File: src/rtl/conv33_window_gen.sv
// conv33_window_gen: streams a raster-order image in and emits every fully
// populated 3x3 neighbourhood (no padding) toward a convolution stage.
// Two line buffers hold the previous two rows. A 3x3 shift register
// assembles the window one column per accepted pixel.
// Optional build macro CONV33_WINGEN_CNT_EN adds a 16-bit saturating
// count of windows taken since the last start (output win_count).
module conv33_window_gen #(
    parameter int DATA_WIDTH = 8,
    parameter int IMG_W      = 28,
    parameter int IMG_H      = 28
) (
    input  logic                  clk,
    input  logic                  rst,
    input  logic                  start,
    output logic                  done,
    input  logic                  pix_valid_in,
    output logic                  pix_ready_out,
    input  logic [DATA_WIDTH-1:0] pix_data,
    output logic                  win_valid_out,
    input  logic                  win_ready_in,
    output logic [DATA_WIDTH-1:0] win_0_0,
    output logic [DATA_WIDTH-1:0] win_0_1,
    output logic [DATA_WIDTH-1:0] win_0_2,
    output logic [DATA_WIDTH-1:0] win_1_0,
    output logic [DATA_WIDTH-1:0] win_1_1,
    output logic [DATA_WIDTH-1:0] win_1_2,
    output logic [DATA_WIDTH-1:0] win_2_0,
    output logic [DATA_WIDTH-1:0] win_2_1,
    output logic [DATA_WIDTH-1:0] win_2_2
`ifdef CONV33_WINGEN_CNT_EN
    ,
    output logic [15:0]           win_count
`endif
);

    localparam int COL_W = $clog2(IMG_W);
    localparam int ROW_W = $clog2(IMG_H);

    typedef enum logic [1:0] {
        IDLE  = 2'd0,
        RUN   = 2'd1,
        FLUSH = 2'd2
    } state_t;

    state_t                  state_r;
    logic [COL_W-1:0]        col_r;
    logic [ROW_W-1:0]        row_r;
    logic                    win_valid_r;
    logic                    done_r;
    logic [DATA_WIDTH-1:0]   win_r  [3][3];
    logic [DATA_WIDTH-1:0]   lb1_r  [IMG_W];
    logic [DATA_WIDTH-1:0]   lb2_r  [IMG_W];

    logic                    accept_s;
    logic                    take_s;
    logic                    last_col_s;
    logic                    last_row_s;

    // Handshake decode; ready is combinational on downstream ready so a
    // window can be taken and a new pixel accepted in the same cycle.
    assign pix_ready_out = (state_r == RUN) && (!win_valid_r || win_ready_in);
    assign accept_s      = pix_valid_in && pix_ready_out;
    assign take_s        = win_valid_r && win_ready_in;
    assign last_col_s    = (col_r == COL_W'(IMG_W - 1));
    assign last_row_s    = (row_r == ROW_W'(IMG_H - 1));

    // Line buffers: lb1 is the previous row, lb2 the row before it; no reset
    // because every entry is rewritten before a window can use it.
    always_ff @(posedge clk) begin
        if (accept_s) begin
            lb1_r[col_r] <= pix_data;
            lb2_r[col_r] <= lb1_r[col_r];
        end
    end

    // Frame control FSM, raster counters, window shift register and valid.
    always_ff @(posedge clk or negedge rst) begin
        if (!rst) begin
            state_r     <= IDLE;
            col_r       <= '0;
            row_r       <= '0;
            win_valid_r <= 1'b0;
            done_r      <= 1'b0;
            for (int r = 0; r < 3; r++) begin
                for (int c = 0; c < 3; c++) begin
                    win_r[r][c] <= '0;
                end
            end
        end else begin
            done_r <= 1'b0;
            case (state_r)
                IDLE: begin
                    if (start) begin
                        state_r <= RUN;
                        col_r   <= '0;
                        row_r   <= '0;
                    end
                end
                RUN: begin
                    if (accept_s && last_col_s && last_row_s) begin
                        state_r <= FLUSH;
                    end
                end
                FLUSH: begin
                    if (!win_valid_r || take_s) begin
                        state_r <= IDLE;
                        done_r  <= 1'b1;
                    end
                end
                default: begin
                    state_r <= IDLE;
                end
            endcase

            if (accept_s) begin
                if (last_col_s) begin
                    col_r <= '0;
                    row_r <= last_row_s ? '0 : row_r + ROW_W'(1);
                end else begin
                    col_r <= col_r + COL_W'(1);
                end
                for (int r = 0; r < 3; r++) begin
                    win_r[r][0] <= win_r[r][1];
                    win_r[r][1] <= win_r[r][2];
                end
                win_r[0][2] <= lb2_r[col_r];
                win_r[1][2] <= lb1_r[col_r];
                win_r[2][2] <= pix_data;
                // A window exists only once three rows and three columns of
                // the current row are in, so no window spans a row wrap.
                win_valid_r <= (row_r >= ROW_W'(2)) && (col_r >= COL_W'(2));
            end else if (take_s) begin
                win_valid_r <= 1'b0;
            end
        end
    end

`ifdef CONV33_WINGEN_CNT_EN
    // Saturating count of windows taken since the most recent start.
    always_ff @(posedge clk or negedge rst) begin
        if (!rst) begin
            win_count <= 16'h0000;
        end else if ((state_r == IDLE) && start) begin
            win_count <= 16'h0000;
        end else if (take_s && (win_count != 16'hFFFF)) begin
            win_count <= win_count + 16'h0001;
        end
    end
`endif

    assign done          = done_r;
    assign win_valid_out = win_valid_r;
    assign win_0_0       = win_r[0][0];
    assign win_0_1       = win_r[0][1];
    assign win_0_2       = win_r[0][2];
    assign win_1_0       = win_r[1][0];
    assign win_1_1       = win_r[1][1];
    assign win_1_2       = win_r[1][2];
    assign win_2_0       = win_r[2][0];
    assign win_2_1       = win_r[2][1];
    assign win_2_2       = win_r[2][2];

endmodule

File: config.mk
export PLATFORM = sky130hd
export DESIGN_NAME = conv33_window_gen
export DESIGN_NICKNAME = d
export VERILOG_FILES = /design/src/rtl/conv33_window_gen.sv
export SDC_FILE = /design/constraint.sdc
export NUM_CORES = 1
export LEC_CHECK = 0
export CORE_MARGIN = 8
export CORE_UTILIZATION = 60
export CTS_BUF_LIST = sky130_fd_sc_hd__clkbuf_16
export CTS_CLUSTER_DIAMETER = 50
export DETAILED_ROUTE_END_ITERATION = 8
export PLACE_DENSITY = 0.83
export SYNTH_ARGS = -nofsm -noshare
export SYNTH_HDL_FRONTEND = slang
export SYNTH_SLANG_ARGS = --single-unit
File: constraint.sdc
create_clock -name clk -period 3.2 [get_ports clk]
set_input_delay 0.8 -clock clk [delete_from_list [all_inputs] [get_ports clk]]
set_output_delay 0.8 -clock clk [all_outputs]
set_load 0.1 [all_outputs]
Met1 routing:
Supply wires on this layer in grey.
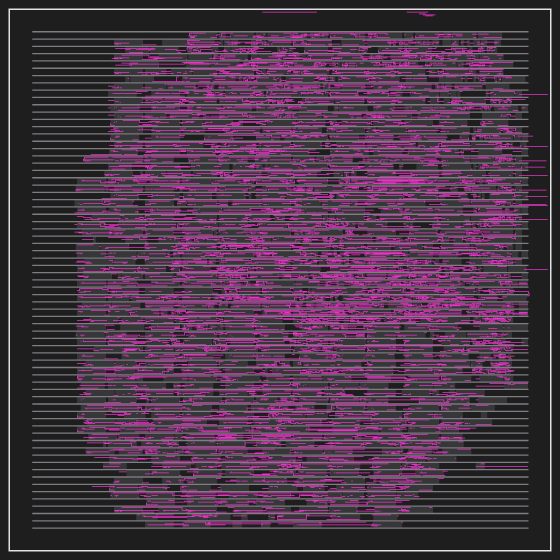
wire length on this layer: 18,500 um
share of all routed wire: 36%
nets with wire on the layer: 1,288
Post-Route WL: 51,400 um
vias post-DR: 11,800
GR Util met1: 33.5%

Metal 2:
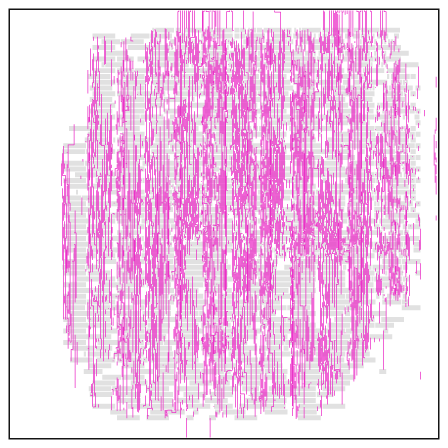
share of all routed wire: 49%
main direction: vertical
wire length on this layer: 24.9 mm

Port wiring:
Bar = 50 um.
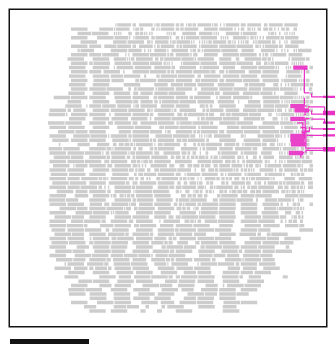
[magenta] win_1_0 | bits: 8 | direction: output | end cells: 8 | buffers: 8 | wire: 187 um

Routing congestion map:
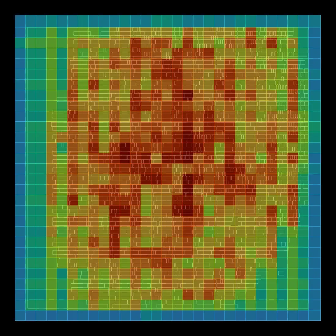
GR peak layer: met2
Tot GR Track Use: 25.3%
met3 GRT Util: 5.66%
GR Util met2: 40.9%

==> ci_impl_report.md <==
## PnR job results

| Metric | Value |
|---|---|
| CTS Buffer Depth | `3` |
| Setup total negative slack | `0 ns` |
| Seq area share | `about two thirds` |
| Uppermost layer routed | `met4` |
| Clk tree area frac | `6.46%` |
| Wire per inst | `around 28 um` |
| H-tree levels | `2` |
| Cycle use final | `88.8%` |
| Register area | `around 16,000 sq um` |
| Critical Path RT | `roughly 3.5 ns` |
| Largest delay share family, worst path | `simple AND/OR/NAND/NOR gates` |
| Post-synth area hogs | `edfxtp_1 65%, dfrtp_1 10%, mux4_2 9.1%` |
| Syn_nets | `between 1,000 and 1,500` |
| Seq share, synth | `about three quarters` |
| Detail Route Antenna Nets | `0` |
| Mux frac, synth | `a little under an eighth` |
| MaxCap Viol Count | `0` |
| Commonest flop | `edfxtp_1` |
| I/O pin count | `roughly 90` |
| Yosys stat area | `around 21,000 sq um` |
| Clk latency late pin | `between 0.5 and 0.6 ns` |
| OpenROAD warning count | `30` |
| P_int | `between 10 and 15 mW` |
| Gr ovfl total | `0` |
| Num CTS Buffers | `approximately 50` |
| Setup crit start | `col_r[1]$_DFFE_PN0P_` |
| # rows | `a little under 70` |
| Layout Skew | `between 0.02 and 0.03 ns` |
| P_leak | `just under 9 nW` |
| Chip area | `40,500 sq um` |
| CP max-delay cell | `dfrtp_4` |
| Die Span Y | `between 200 and 250 um` |
| Syn Inst Count | `roughly 1,200` |
| Simple-Gate Area Share | `6.45%` |
| Worst r2r src | `col_r[1]$_DFFE_PN0P_` |
| Top pwr grp | `registers` |
| Global-route wire length before repair | `76,900 um` |
| Ys Warns | `0` |
| Top logic cells by instance count in the layout | `448 x edfxtp_1, 189 x nand2_1, 156 x buf_4` |
| Antenna Cells | `0` |
| Met3 Routed Length | `5840 um` |
| Comb power | `between 8 and 9 mW` |
| Post-CTS Resized | `0` |
| Clk pwr share | `roughly a quarter` |
| Hold Vio Cnt, Final | `0` |
| Depth of the most critical reg-to-reg path | `6` |
| Final setup fails | `0` |
| First DRT Iteration DRCs | `1,749` |
| Register share of total power | `40.1%` |
| Post-synthesis xor/xnor area fraction | `0%` |
| Metal1 wirelength | `between 15,000 and 20,000 um` |
| Inst Count DP | `about 1,700` |
| CP max FO | `28` |
| Synth Area in Adders | `0.365%` |
| Pin count of the biggest net entering global routing | `about 77` |
| Clock sink total | `about 530` |
| Final instance area | `24,100 sq um` |
| Final worst slack | `0.359 ns` |
| Avg Inst Size Synth | `~18 sq um` |
| Place WS | `approximately 0.20 ns` |
| CP endpoint | `lb2_r[10][1]$_DFFE_PP_` |
| Worst-margin pin slew | `around 0.67 ns` |
| Starting density of the core | `60.2%` |
| Multi-input gates | `between 500 and 600` |
| Synth top area share | `between 60% and 70%` |
| Core ar. | `~34,000 sq um` |
| Top flop regs | `lb1_r (224), lb2_r (224)` |
| Logic share of the area | `between 10% and 20%` |
| IO buf count | `roughly 87` |
| Fill count | `1,963` |
| Number of clock buffers in the layout | `51` |
| Cell total in the yosys stat output | `~1,200` |
| WHS | `0.190 ns` |
| Layout area overhead | `16.9%` |
| Tap cells | `approximately 460` |
| RSZ-0062 raised after global routing | `false` |
| Final Util | `between 70% and 80%` |
| Nets | `1,359` |
| # Post-CTS Setup Buffers | `0` |
| Setup slack, reg-to-reg | `0.36 ns` |
| Dpl hpwl | `between 30,000 and 40,000 um` |
| CTS tree | `yes` |
| Synth cell count leaders | `448 x edfxtp_1, 189 x nand2_1, 86 x dfrtp_1` |
| Slew HR | `a little over half` |
| Worst hold path type | `input pin to asynchronous set/reset pin` |
| Worst path max stage delay | `between 0.6 and 0.7 ns` |
| Placer Congestion | `roughly 0.9` |
| Comb pwr share | `between 30% and 40%` |
| Leading cell category by total area | `flip-flops and latches` |
| FF-to-FF End | `lb2_r[10][1]$_DFFE_PP_` |
| Pwr Total | `between 20 and 25 mW` |
| Flops | `534` |
| Logic cell area | `approximately 4700 sq um` |
| Ys async rst share | `~16%` |
| Seq power | `9.42 mW` |
| Signal buffers | `approximately 180` |
| Fmax | `roughly 0.35 GHz` |
| Antenna violations before repair | `0` |
| Inverters | `8` |
| Flip-flops with a built-in enable | `448` |
| Synth flops | `approximately 530` |
| Crit end category | `flop` |
| Status | `completed` |
| DRC | `0` |
| Buffering overhead | `around 6.7%` |
| Area fraction in compound gates | `3.85%` |
| Sw Pwr | `between 8 and 9 mW` |
| Vias in the first global route | `roughly 12,000` |
| Worst path cell trace | `buf_4 > mux2i_1 > o22ai_1 > nor4_1 > nand3_1 > buf_12` |
| Finished Layout Cells | `1,835` |
| Crit path DAT | `between 3 and 4 ns` |
| Clk Tree Root Cell | `clkbuf_16` |
| Crit. path cell count | `6` |
| Die W | `~200 um` |
| Netlist Area Pre-Place | `20,600 sq um` |
Power figures rest on the tool's default switching activity, not on a simulated workload.
